## config.mk

```make
export PLATFORM = sky130hd
export DESIGN_NAME = systolic_pe
export DESIGN_NICKNAME = d
export VERILOG_FILES = /design/src/rtl/sa_pkg.sv /design/src/rtl/pe_mac.sv /design/src/rtl/systolic_pe.sv
export SDC_FILE = /design/constraint.sdc
export NUM_CORES = 1
export LEC_CHECK = 0
export CORE_ASPECT_RATIO = 0.5
export CORE_MARGIN = 2
export CORE_UTILIZATION = 45
export DETAILED_ROUTE_END_ITERATION = 8
export HOLD_SLACK_MARGIN = 0.02
export PLACE_DENSITY = 0.64
export SYNTH_ARGS = -nofsm -noshare
export SYNTH_HDL_FRONTEND = slang
export SYNTH_SLANG_ARGS = --single-unit
```

## constraint.sdc

```tcl
create_clock -name CLK -period 18.2 [get_ports CLK]
set_clock_uncertainty 0.05 [all_clocks]
set_input_delay 5.46 -clock CLK [delete_from_list [all_inputs] [get_ports CLK]]
set_output_delay 5.46 -clock CLK [all_outputs]
set_load 0.1 [all_outputs]
```

## src/rtl/sa_pkg.sv

```systemverilog
// Shared constants, op encoding and clamp helpers for the systolic-array PE.
package sa_pkg;

    localparam int DATA_W_DEF = 16;
    localparam int ACC_W_DEF  = 40;
    localparam int LIM_W      = 128;

    typedef enum logic [1:0] {HOLD, DRAIN, FIRST, MAC} pe_op_t;

    // Limits are returned in a wide container; callers keep the low w bits.
    function automatic logic [LIM_W-1:0] acc_max(input int w, input bit sgn);
        logic [LIM_W-1:0] one;
        one = {{(LIM_W-1){1'b0}}, 1'b1};
        return sgn ? (one << (w - 1)) - one : (one << w) - one;
    endfunction

    function automatic logic [LIM_W-1:0] acc_min(input int w, input bit sgn);
        logic [LIM_W-1:0] one;
        one = {{(LIM_W-1){1'b0}}, 1'b1};
        return sgn ? (one << (w - 1)) : '0;
    endfunction

endpackage

```

## src/rtl/pe_mac.sv

```systemverilog
// Combinational multiply-accumulate: extend, multiply, add at ACC_W+1 bits, saturate or wrap.
module pe_mac
    import sa_pkg::*;
#(
    parameter int DATA_W = DATA_W_DEF,
    parameter int ACC_W  = ACC_W_DEF,
    parameter int SIGNED = 1,
    parameter int SAT    = 1
) (
    input  logic [DATA_W-1:0] a,
    input  logic [DATA_W-1:0] b,
    input  logic [ACC_W-1:0]  acc,
    output logic [ACC_W-1:0]  next_acc,
    output logic              ovf
);

    localparam int PW  = 2 * DATA_W;
    localparam int PAD = ACC_W - PW;
    localparam logic [ACC_W-1:0] MAX_V = ACC_W'(acc_max(ACC_W, SIGNED != 0));
    localparam logic [ACC_W-1:0] MIN_V = ACC_W'(acc_min(ACC_W, SIGNED != 0));

    logic [PW-1:0]    ax, bx, prod;
    logic [ACC_W-1:0] ext;
    logic [ACC_W:0]   sum;
    logic             sx_a, sx_b, sx_p;

    assign sx_a = (SIGNED != 0) & a[DATA_W-1];
    assign sx_b = (SIGNED != 0) & b[DATA_W-1];
    assign ax   = {{DATA_W{sx_a}}, a};
    assign bx   = {{DATA_W{sx_b}}, b};
    // Low PW bits of the product of extended operands are exact for both signednesses.
    assign prod = ax * bx;
    assign sx_p = (SIGNED != 0) & prod[PW-1];

    generate
        if (PAD > 0) begin : g_pad
            assign ext = {{PAD{sx_p}}, prod};
        end else begin : g_nopad
            assign ext = prod[ACC_W-1:0];
        end
    endgenerate

    assign sum = {1'b0, acc} + {1'b0, ext};

    always_comb begin
        ovf      = 1'b0;
        next_acc = sum[ACC_W-1:0];
        if (SIGNED != 0)
            ovf = (acc[ACC_W-1] == ext[ACC_W-1]) && (sum[ACC_W-1] != acc[ACC_W-1]);
        else
            ovf = sum[ACC_W];
        if (ovf && (SAT != 0)) begin
            if ((SIGNED != 0) && acc[ACC_W-1])
                next_acc = MIN_V;
            else
                next_acc = MAX_V;
        end
    end

endmodule

```

## src/rtl/systolic_pe.sv

```systemverilog
// Output-stationary PE: forwards A east / B south one cycle late and owns the accumulator,
// which can restart per tile or shift out through the C chain in drain mode.
module systolic_pe #(
    parameter int DATA_W = sa_pkg::DATA_W_DEF,
    parameter int ACC_W  = sa_pkg::ACC_W_DEF,
    parameter int SIGNED = 1,
    parameter int SAT    = 1
) (
    input  logic              CLK,
    input  logic              RST,
    input  logic              EN,
    input  logic [DATA_W-1:0] A_in,
    input  logic              A_vld_in,
    input  logic              A_first_in,
    input  logic [DATA_W-1:0] B_in,
    input  logic              B_vld_in,
    output logic [DATA_W-1:0] A_out,
    output logic              A_vld_out,
    output logic              A_first_out,
    output logic [DATA_W-1:0] B_out,
    output logic              B_vld_out,
    input  logic              DRAIN,
    input  logic [ACC_W-1:0]  C_in,
    output logic [ACC_W-1:0]  C_out,
    output logic              OVF
);

    import sa_pkg::*;

    generate
        if (ACC_W < 2 * DATA_W) begin : g_bad_width
            $error("systolic_pe: ACC_W must be at least 2*DATA_W");
        end
    endgenerate

    pe_op_t           op;
    logic [ACC_W-1:0] acc_src;
    logic [ACC_W-1:0] next_acc;
    logic             mac_ovf;

    always_comb begin
        op = HOLD;
        if (DRAIN)
            op = sa_pkg::DRAIN;
        else if (A_vld_in && B_vld_in)
            op = A_first_in ? FIRST : MAC;
    end

    // A tile restart adds the product to zero, so it shares the MAC datapath.
    assign acc_src = (op == FIRST) ? '0 : C_out;

    pe_mac #(
        .DATA_W (DATA_W),
        .ACC_W  (ACC_W),
        .SIGNED (SIGNED),
        .SAT    (SAT)
    ) u_mac (
        .a        (A_in),
        .b        (B_in),
        .acc      (acc_src),
        .next_acc (next_acc),
        .ovf      (mac_ovf)
    );

    always_ff @(posedge CLK) begin
        if (RST) begin
            A_out       <= '0;
            A_vld_out   <= 1'b0;
            A_first_out <= 1'b0;
            B_out       <= '0;
            B_vld_out   <= 1'b0;
            C_out       <= '0;
            OVF         <= 1'b0;
        end else if (EN) begin
            A_out       <= A_in;
            A_vld_out   <= A_vld_in;
            A_first_out <= A_first_in;
            B_out       <= B_in;
            B_vld_out   <= B_vld_in;
            case (op)
                sa_pkg::DRAIN: C_out <= C_in;
                FIRST: begin
                    C_out <= next_acc;
                    OVF   <= 1'b0;
                end
                MAC: begin
                    C_out <= next_acc;
                    if (mac_ovf)
                        OVF <= 1'b1;
                end
                default: ;
            endcase
        end
    end

endmodule

```

==> run_1/metal_density.png <==
Drawn at 2 px/um. The die is cut into 27 by 14 equal tiles; black is low, pale yellow is high, scaled to the fullest tile. Values are wire area over tile area, all layers added.
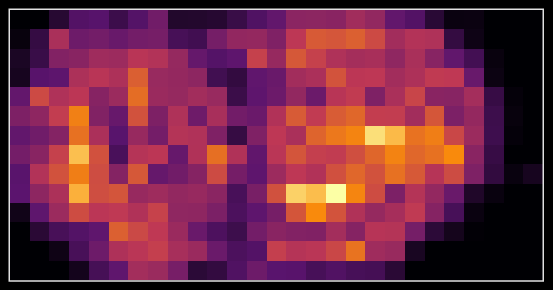
The fullest tile reaches 0.59. 12% of the tiles are nearly empty. 22% of the tiles are over half the peak. The mean over all tiles is 0.20. The emptiest ninth of the die: bottom right.
wire per inst: 19.1 um
detailed-route wire length: 44600 um
total number of vias: 12739
total routing resource utilization after global routing: 0.258

==> run_1/sizes.png <==
Drawn at 2 px/um.
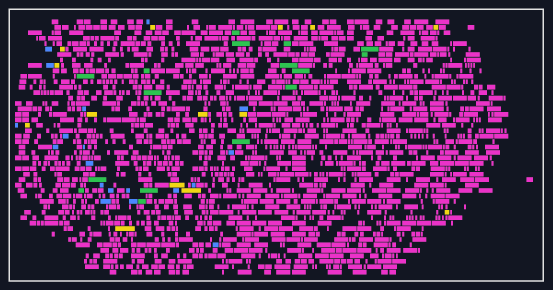
Key: _2 cells = blue [cells 19]; _6 and larger = green [cells 16]; _3 and _4 cells = yellow [cells 14]; _0 and _1 cells = magenta [cells 1847]
post-route setup slack: 2480 ps
final standard cell area without fillers: 17600 um^2

==> run_1/layer_met3.png <==
Drawn at 2 px/um.
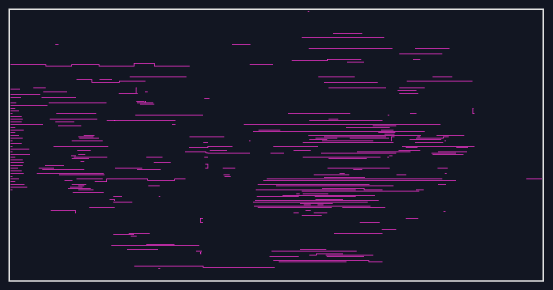
The layer carries 3640 um of wire. The layer holds 8.2% of the routed length. The wires run mostly horizontal.

==> run_1/clocks.png <==
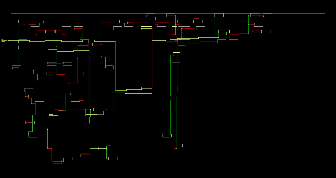
clk_buf instances: 9
worst-skew pair later-pin latency: 370 ps
total clock sinks: 76
flip-flops: 76
clock buffers created by TritonCTS: 9

==> flow_summary.yaml, run 1 <==
# implementation run metrics
placed_design:
  placed_cells: 2321
  routabilityCongestion: 0.892
  place.detailed.hpwl_um: 34500
  placement.io_buffers: 154
floorplanning:
  rows: 47
  fp.dieArea_um2: 36000
  initial_core_util: 0.463
  io_pins: 155
  dieHeight_um: 135
  core_footprint_um2: 33500
cts:
  post_cts_resize_count: 0
  cts.root.buffer_cell: "sky130_fd_sc_hd__clkbuf_16"
  cts_tree: "yes"
  cts_post_setup_buffers_inserted: 0
  cts_hold_repair.buffers: 0
  max-clock-path-buffers: 2
  cts.htree.levels: 3
  clkTransAtPathRegs_ps: 80
cells_and_area:
  final_util: 0.526
  areaGrowthSynthToFinish_pct: 13.8
  antennaDiodeCount: 0
  layout-drive-gt1-share: 0.0258
  nets: 2351
final_timing:
  slew-limit-headroom: 0.264
  maxClockFrequency_ghz: 0.0636
  final_setup_violating_endpoints: 0
  final_max_slew_viol_count: 0
  final.period_utilization: 0.864
  unrepaired_setup_endpoints_after_global_routing: "false"
  timing.setup.tns_ps: 0
  total_count_of_hold_check_failures_in_the_final_report: 0
route:
  number_of_design_rule_violations_left_by_the_first_detailed_router_iteration: 940
  drc: 0
  ant_nets: 0
  drt-pass1-iter-count: 6
  route.detailed.vias_per_inst: 5.45
critical_path:
  r2r_slack_ps: 13420
  worst_r2r_path_depth: 13
  timing.setup.critical_path_class: "input port to flip-flop"
  timing.critical_path.slowest_stage_cell: "sky130_fd_sc_hd__or2_1"
  reg2reg_to: "C_out[16]"
  crit_path_frequent_cell: "sky130_fd_sc_hd__fa_1"
  worst_setup_path_end_kind: "flip-flop"
  critical_path_at_ps: 15970
  critical-path-max-stage-delay_ps: 900
  startpoint: "A_in[6]"
  critPathMaxFanout: 24
  r2r_start: "C_out[11]"
  critPathRequiredTime_ps: 18450
run:
  tool_warnings: 27
  maxCapViolations: 0
yosys:
  synth_nets: 2255
  top_cell_area_share: 0.340
  cell_total_in_the_yosys_stat_output: 1795
  synthCells: 1795
  yosys.cell_types.count: 79
  largest_area_cell: "sky130_fd_sc_hd__fa_1"
  mux_share: 0.0250
  synth.comb.largest_family: "adder cells"
  synth-seq-cells: 76
  common_cells: "299 x sky130_fd_sc_hd__inv_1, 263 x sky130_fd_sc_hd__fa_1, 165 x sky130_fd_sc_hd__nand2_1"
  synth_top_flop_cell: "sky130_fd_sc_hd__dfxtp_1"
  ys_area_um2: 15500
  async_flop_share: 0
  synthXorXnorAreaFrac: 0.0405
  synth-adder-area-share: 0.437
  synthesis.yosys.warnings: 0
  yosys.area_share.aoi: 0.120
  yosysMostFrequentCell: "sky130_fd_sc_hd__inv_1"
  post_synth_and_or_nand_nor_area_fraction: 0.186
  post_synth_instance_area_um2: 15500
  ys_seq_share: 0.0983
min_path:
  worstHoldEndpoint: "C_out[38]"
  path_type_of_the_worst_min_delay_path: "flip-flop to flip-flop"
  min-delay-start: "C_out[38]"
grt:
  grt_remaining_overflow: 0
  number_of_global_route_vias_before_repair: 12801
  antenna_found_initial: 0
  grt_start_max_net_pins: 75
status:
  run_status: "finished clean"
-- run 1: worst max-delay path by stage --
stage,to,cells past startpoint
finish,C_out[16],32
global route,C_out[7],32
CTS,C_out[16],32
detailed placement,C_out[16],32
global placement,C_out[19],32
floorplan,C_out[16],32
-- run 1: cells in the final DEF, fill, tap and decap left out, drive strengths merged, types with 31 or more instances in the layout --
cell type and count:
inv 306, fa 263, xnor2 53, nor2 88
dfxtp 76, a21oi 81, nand2 166, a21o 31
nor3 41, mux2i 36, and2 163, ha 118
clkdlybuf4s50 152, o21ai 64
-- run 1: routing by layer --
metal / wire length (um) / vias up / track usage
met5: 0 / - / 0
met4: 389 / 0 / 0.0387
met3: 3640 / 30 / 0.0596
met2: 19000 / 433 / 0.383
met1: 21500 / 6324 / 0.389
li1: - / 5952 / -
-- run 1: cell families after synthesis --
kind of cell,count (synthesis)
AND/OR/NAND/NOR,568
adder cells (fa/ha/maj),384
buffers and inverters,378
AND-OR/OR-AND,281
flip-flops,76
XOR/XNOR,70
multiplexers,38
-- run 1: registers in the layout, indices dropped and copies added, names as in the netlist --
| signal | cells |
|---|---|
| A_out | 16 |
| OVF | 1 |
| B_vld_out | 1 |
| A_vld_out | 1 |
| A_first_out | 1 |
| C_out | 40 |
| B_out | 16 |
-- run 1: critical path, delay by kind of cell --
kind	cells	cell delay (ps)
AOI/OAI and AO/OA	10	2590
xor gates and xnor gates	1	160
and+or+nand+nor	10	2970
buffers and inverters	3	990
adders and majority gates	8	3780
-- run 1: stage by stage --
| step | setup WS, ps | instance area, um^2 | hold WS (ps) |
|---|---|---|---|
| detailed placement | 2220 | 17300 | 411 |
| finish | 2480 | 17600 | 438 |
| global placement | 2280 | 17300 | 413 |
| CTS | 2560 | 17600 | 439 |
| global route | 1790 | 17600 | 453 |
| floorplan | 4580 | 15500 | 828 |
-- run 1: cell type report --
| class | instances | area, um^2 |
|---|---|---|
| sequential | 76 | 1520 |
| inverter | 301 | 1130 |
| timing repair buffer | 162 | 1590 |
| tap | 441 | 552 |
| multi-input combinational | 1341 | 12500 |
| fill | 3124 | 15800 |
| clock inverter | 7 | 76.3 |
| clock buffer | 9 | 225 |
## Run 2: what changed since run 1
- REMOVE_ABC_BUFFERS: not set -> 1
==> run_2/sizes.png <==
Drawn at 2 px/um.
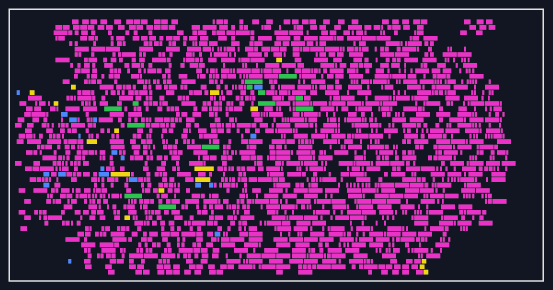
Key: _2 cells = blue [cells 19]; _6 and larger = green [cells 13]; _0 and _1 cells = magenta [cells 1847]; _3 and _4 cells = yellow [cells 16]

==> run 2 against run 1 <==
Against the previous run:
- clock-buffer cell count stayed put
- hold slack worse by 13 ps
- final area about the same
- maximum frequency is 0.84% higher
- highest routed layer unchanged
==> flow_summary.yaml, run 2 <==
# implementation run metrics
min_path:
  path_type_of_the_worst_min_delay_path: "flip-flop to flip-flop"
placed_design:
  routabilityCongestion: 0.910
  place.detailed.hpwl_um: 34100
  place_worst_setup_slack_ps: 2260
status:
  run_status: "finished clean"
cells_and_area:
  mostFrequentLayoutCells: "299 x sky130_fd_sc_hd__inv_1, 263 x sky130_fd_sc_hd__fa_1, 165 x sky130_fd_sc_hd__nand2_1"
  reg.largest.list: "C_out: 40 flops, A_out: 16 flops, B_out: 16 flops"
  areaGrowthSynthToFinish_pct: 13.7
  top_register_by_number_of_flip_flops: "C_out"
  final_layout_top_logic_cell: "sky130_fd_sc_hd__inv_1"
  layout-drive-gt1-share: 0.0253
  nets: 2350
  largest_reg_flops: 40
floorplanning:
  rows: 47
  fp.dieArea_um2: 36000
  dieHeight_um: 135
  core_footprint_um2: 33500
  io_pins: 155
  initial_core_util: 0.463
yosys:
  yosys.cell_types.count: 79
  async_flop_share: 0
  largest_area_cell: "sky130_fd_sc_hd__fa_1"
  synth-seq-cells: 76
  yosysMostFrequentCell: "sky130_fd_sc_hd__inv_1"
  cell_total_in_the_yosys_stat_output: 1795
  common_cells: "299 x sky130_fd_sc_hd__inv_1, 263 x sky130_fd_sc_hd__fa_1, 165 x sky130_fd_sc_hd__nand2_1"
  ys_area_um2: 15500
  synthCells: 1795
  post_synth_instance_area_um2: 15500
critical_path:
  critPathMaxFanout: 24
  critPathRequiredTime_ps: 18430
  crit_path_frequent_cell: "sky130_fd_sc_hd__fa_1"
  timing.critical_path.slowest_stage_cell: "sky130_fd_sc_hd__clkdlybuf4s50_1"
  worst_setup_path_end_kind: "flip-flop"
  worst_r2r_path_depth: 13
  timing.setup.critical_path_class: "input port to flip-flop"
  critical_path_at_ps: 15820
grt:
  grt_start_max_net_pins: 50
  grt_util_all_layers: 0.255
  grt_remaining_overflow: 0
  number_of_global_route_vias_before_repair: 12871
  antenna_found_initial: 0
route:
  drt_wl_total_um: 43500
  routedWlPerCell_um: 18.6
  route.detailed.vias_per_inst: 5.37
  drt-pass1-iter-count: 5
cts:
  cts_hold_repair.buffers: 0
  tritoncts_num_sinks: 76
  clock_buffers_created_by_tritoncts: 9
  max-clock-path-buffers: 2
run:
  tool_warnings: 26
  maxCapViolations: 0
final_timing:
  final_setup_violating_endpoints: 0
  total_count_of_hold_check_failures_in_the_final_report: 0
  timing.setup.tns_ps: 0
  post-route-worst-setup-slack_ps: 2610
  unrepaired_setup_endpoints_after_global_routing: "false"
  final_max_slew_viol_count: 0
  maxClockFrequency_ghz: 0.0641
  slew-limit-headroom: 0.325
==> run_2/flops_by_reg.png <==
Drawn at 2 px/um. Other sequential cells in the stronger grey, the rest of the logic in the fainter grey.
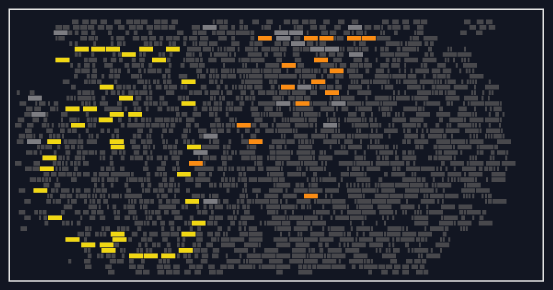
Key: B_out = orange [sequential cells 16]; C_out = yellow [sequential cells 40]
Core Util, Final: 0.526
area taken by flip-flops and latches: 1520 um^2
sequential portion of the cell area: 0.0865

==> run 2: area by class of cell <==
| type | instances | area [um^2] |
|---|---|---|
| clock buffers | 9 | 225 |
| clock inverters | 7 | 66.3 |
| fillers | 3155 | 15900 |
| inverters | 301 | 1130 |
| multi-input cells | 1341 | 12500 |
| flip-flops and latches | 76 | 1520 |
| well taps | 441 | 552 |
| repair buffers | 161 | 1580 |
==> run 2: logic make-up (layout without fill, tap and decap cells) <==
kind of cell / Yosys count / after routing / synth area share
xor gates and xnor gates: 70 / 70 / 0.0405
DFF: 76 / 76 / 0.0983
buffers and inverters: 378 / 478 / 0.0933
adders and majority gates: 384 / 384 / 0.437
muxes: 38 / 38 / 0.0250
AOI/OAI and AO/OA: 281 / 281 / 0.120
and+or+nand+nor: 568 / 568 / 0.186
==> run 2: critical path, delay by kind of cell <==
family / cells / cell delay (ps)
adder cells (fa/ha/maj): 8 / 3780
AND/OR/NAND/NOR: 10 / 2900
AND-OR/OR-AND: 10 / 2590
buffers and inverters: 3 / 940
XOR/XNOR: 1 / 120
==> run 2: path summary, 6_finish.rpt <==
| path | start | end | slack (ps) |
|---|---|---|---|
| worst max-delay path | A_in[7] | C_out[32] | 2610 |
| worst min-delay path | C_out[38] | C_out[38] | 430 |
| worst max register to register | C_out[12] | C_out[32] | 13510 |
| worst min register to register | C_out[38] | C_out[38] | 430 |
==> run 2: metal layers <==
metal	global-route usage	vias up	wire length, um
met5	0	-	0
met4	0.0415	0	551
met3	0.0489	32	2710
met2	0.402	326	19500
met1	0.371	6246	20700
li1	-	5948	-
## Run 3: what changed since run 2
- CORE_UTILIZATION: 45 -> 55
- PLACE_DENSITY: 0.64 -> 0.76
- clock period: 18.2 -> 18.5 ns (I/O delays scaled with it)
==> run_3/flops_by_reg.png <==
Drawn at 2 px/um. Other sequential cells in the stronger grey, the rest of the logic in the fainter grey.
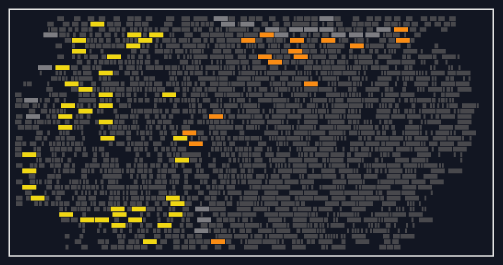
Key: B_out = orange [sequential cells 16]; C_out = yellow [sequential cells 40, where a column on the left]
Core Util, Final: 0.632
sequential portion of the cell area: 0.0869

==> run 3 against run 2 <==
Against the previous run:
- critical path depth is 1 lower
- synthesized cell count unchanged
- first-iteration DRC count is 44% higher
- clock-buffer cell count is 1 higher
- largest cell class unchanged
==> flow_summary.yaml, run 3 <==
# implementation run metrics
floorplanning:
  dieHeight_um: 123
  io_pins: 155
  initial_core_util: 0.559
final_timing:
  maxClockFrequency_ghz: 0.0639
  final_max_slew_viol_count: 0
  final_setup_violating_endpoints: 0
  slew-limit-headroom: 0.311
min_path:
  path_type_of_the_worst_min_delay_path: "flip-flop to flip-flop"
  worstHoldEndpoint: "C_out[0]"
  min-delay-start: "C_out[0]"
critical_path:
  critical_path_at_ps: 15870
  crit_path_frequent_cell: "sky130_fd_sc_hd__fa_1"
  critPathMaxFanout: 24
  worst_r2r_path_depth: 13
  worst_setup_path_end_kind: "flip-flop"
  r2r_start: "C_out[11]"
  startpoint: "A_in[9]"
  critPathRequiredTime_ps: 18720
  reg2reg_to: "C_out[32]"
  r2r_slack_ps: 13920
yosys:
  common_cells: "299 x sky130_fd_sc_hd__inv_1, 263 x sky130_fd_sc_hd__fa_1, 165 x sky130_fd_sc_hd__nand2_1"
  yosys.cell_types.count: 79
  yosysMostFrequentCell: "sky130_fd_sc_hd__inv_1"
  cell_total_in_the_yosys_stat_output: 1795
  post_synth_instance_area_um2: 15500
  ys_area_um2: 15500
  synth-seq-cells: 76
route:
  drt-pass1-iter-count: 5
  wl_met2_um: 19000
  routed-wl-met3_um: 4110
  routedWlPerCell_um: 18.8
  top_layer: "met4"
  drt_wl_total_um: 42800
cells_and_area:
  top_register_by_number_of_flip_flops: "C_out"
  seqCellArea_um2: 1520
  layout-drive-gt1-share: 0.0248
  mostFrequentLayoutCells: "299 x sky130_fd_sc_hd__inv_1, 263 x sky130_fd_sc_hd__fa_1, 165 x sky130_fd_sc_hd__nand2_1"
  reg.largest.list: "C_out: 40 flops, A_out: 16 flops, B_out: 16 flops"
  multi_input_comb_area_um2: 12500
cts:
  tritoncts_num_sinks: 76
  max-clock-path-buffers: 2
  clock_buffers_created_by_tritoncts: 9
grt:
  number_of_global_route_vias_before_repair: 12714
  antenna_found_initial: 0
  grt_start_max_net_pins: 75
placed_design:
  place.detailed.hpwl_um: 33400
run:
  maxCapViolations: 0
  tool_warnings: 26
status:
  run_status: "finished clean"
==> run_3/sizes.png <==
Drawn at 2 px/um.
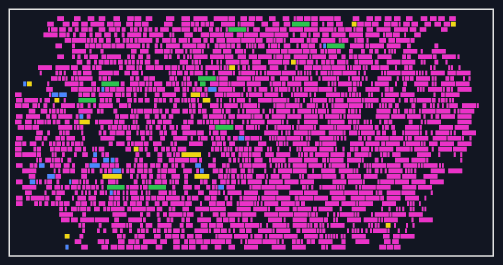
Key: _6 and larger = green [cells 10]; _0 and _1 cells = magenta [cells 1848]; _2 cells = blue [cells 22]; _3 and _4 cells = yellow [cells 15]

-- run 3: cell counts after synthesis --
No cell type changed its count.
-- run 3: cells by family (layout without fill, tap and decap cells) --
logic type / after synthesis / count (layout) / synth area share
compound gates: 281 / 281 / 0.120
xor+xnor: 70 / 70 / 0.0405
fa+ha+maj: 384 / 384 / 0.437
buf+inv: 378 / 478 / 0.0933
flops: 76 / 76 / 0.0983
mux: 38 / 38 / 0.0250
simple gates: 568 / 568 / 0.186
-- run 3: routing by layer --
layer,track usage,vias to the layer above
met3,0.0774,62
met1,0.442,6334
li1,-,5946
met2,0.464,526
met4,0.0729,0
met5,0,-
-- run 3: layout make-up --
| type | count | share of cell area |
|---|---|---|
| Multi-Input combinational cell | 1341 | 0.715 |
| Inverter | 301 | 0.0646 |
| Timing Repair Buffer | 161 | 0.0905 |
| Clock buffer | 10 | 0.0131 |
| Clock inverter | 6 | 0.00229 |
| Tap cell | 382 | 0.0273 |
| Sequential cell | 76 | 0.0869 |
-- run 3: worst max path at each step --
stage	endpoint	cells after the start
floorplan	C_out[19]	31
global placement	C_out[19]	31
detailed placement	C_out[3]	31
CTS	C_out[32]	31
global route	C_out[14]	31
finish	C_out[32]	31
-- run 3: through the flow --
stage | setup slack [ps] | cells | cell area, um^2 | utilization
after global routing | 2320 | 2277 | 17500 | 0.632
after CTS | 3020 | 2277 | 17500 | 0.632
after detailed placement | 2670 | 2261 | 17200 | 0.622
after floorplan | 4940 | 1718 | 15200 | -
final | 2850 | 2277 | 17500 | 0.632
after global placement | 2890 | 2261 | 17200 | 0.622
-- run 3: critical path, delay by kind of cell --
kind | cells | cell delay [ps]
AND-OR/OR-AND | 10 | 2520
XOR/XNOR | 1 | 120
adder cells (fa/ha/maj) | 8 | 3820
buffers and inverters | 2 | 1180
AND/OR/NAND/NOR | 10 | 2650
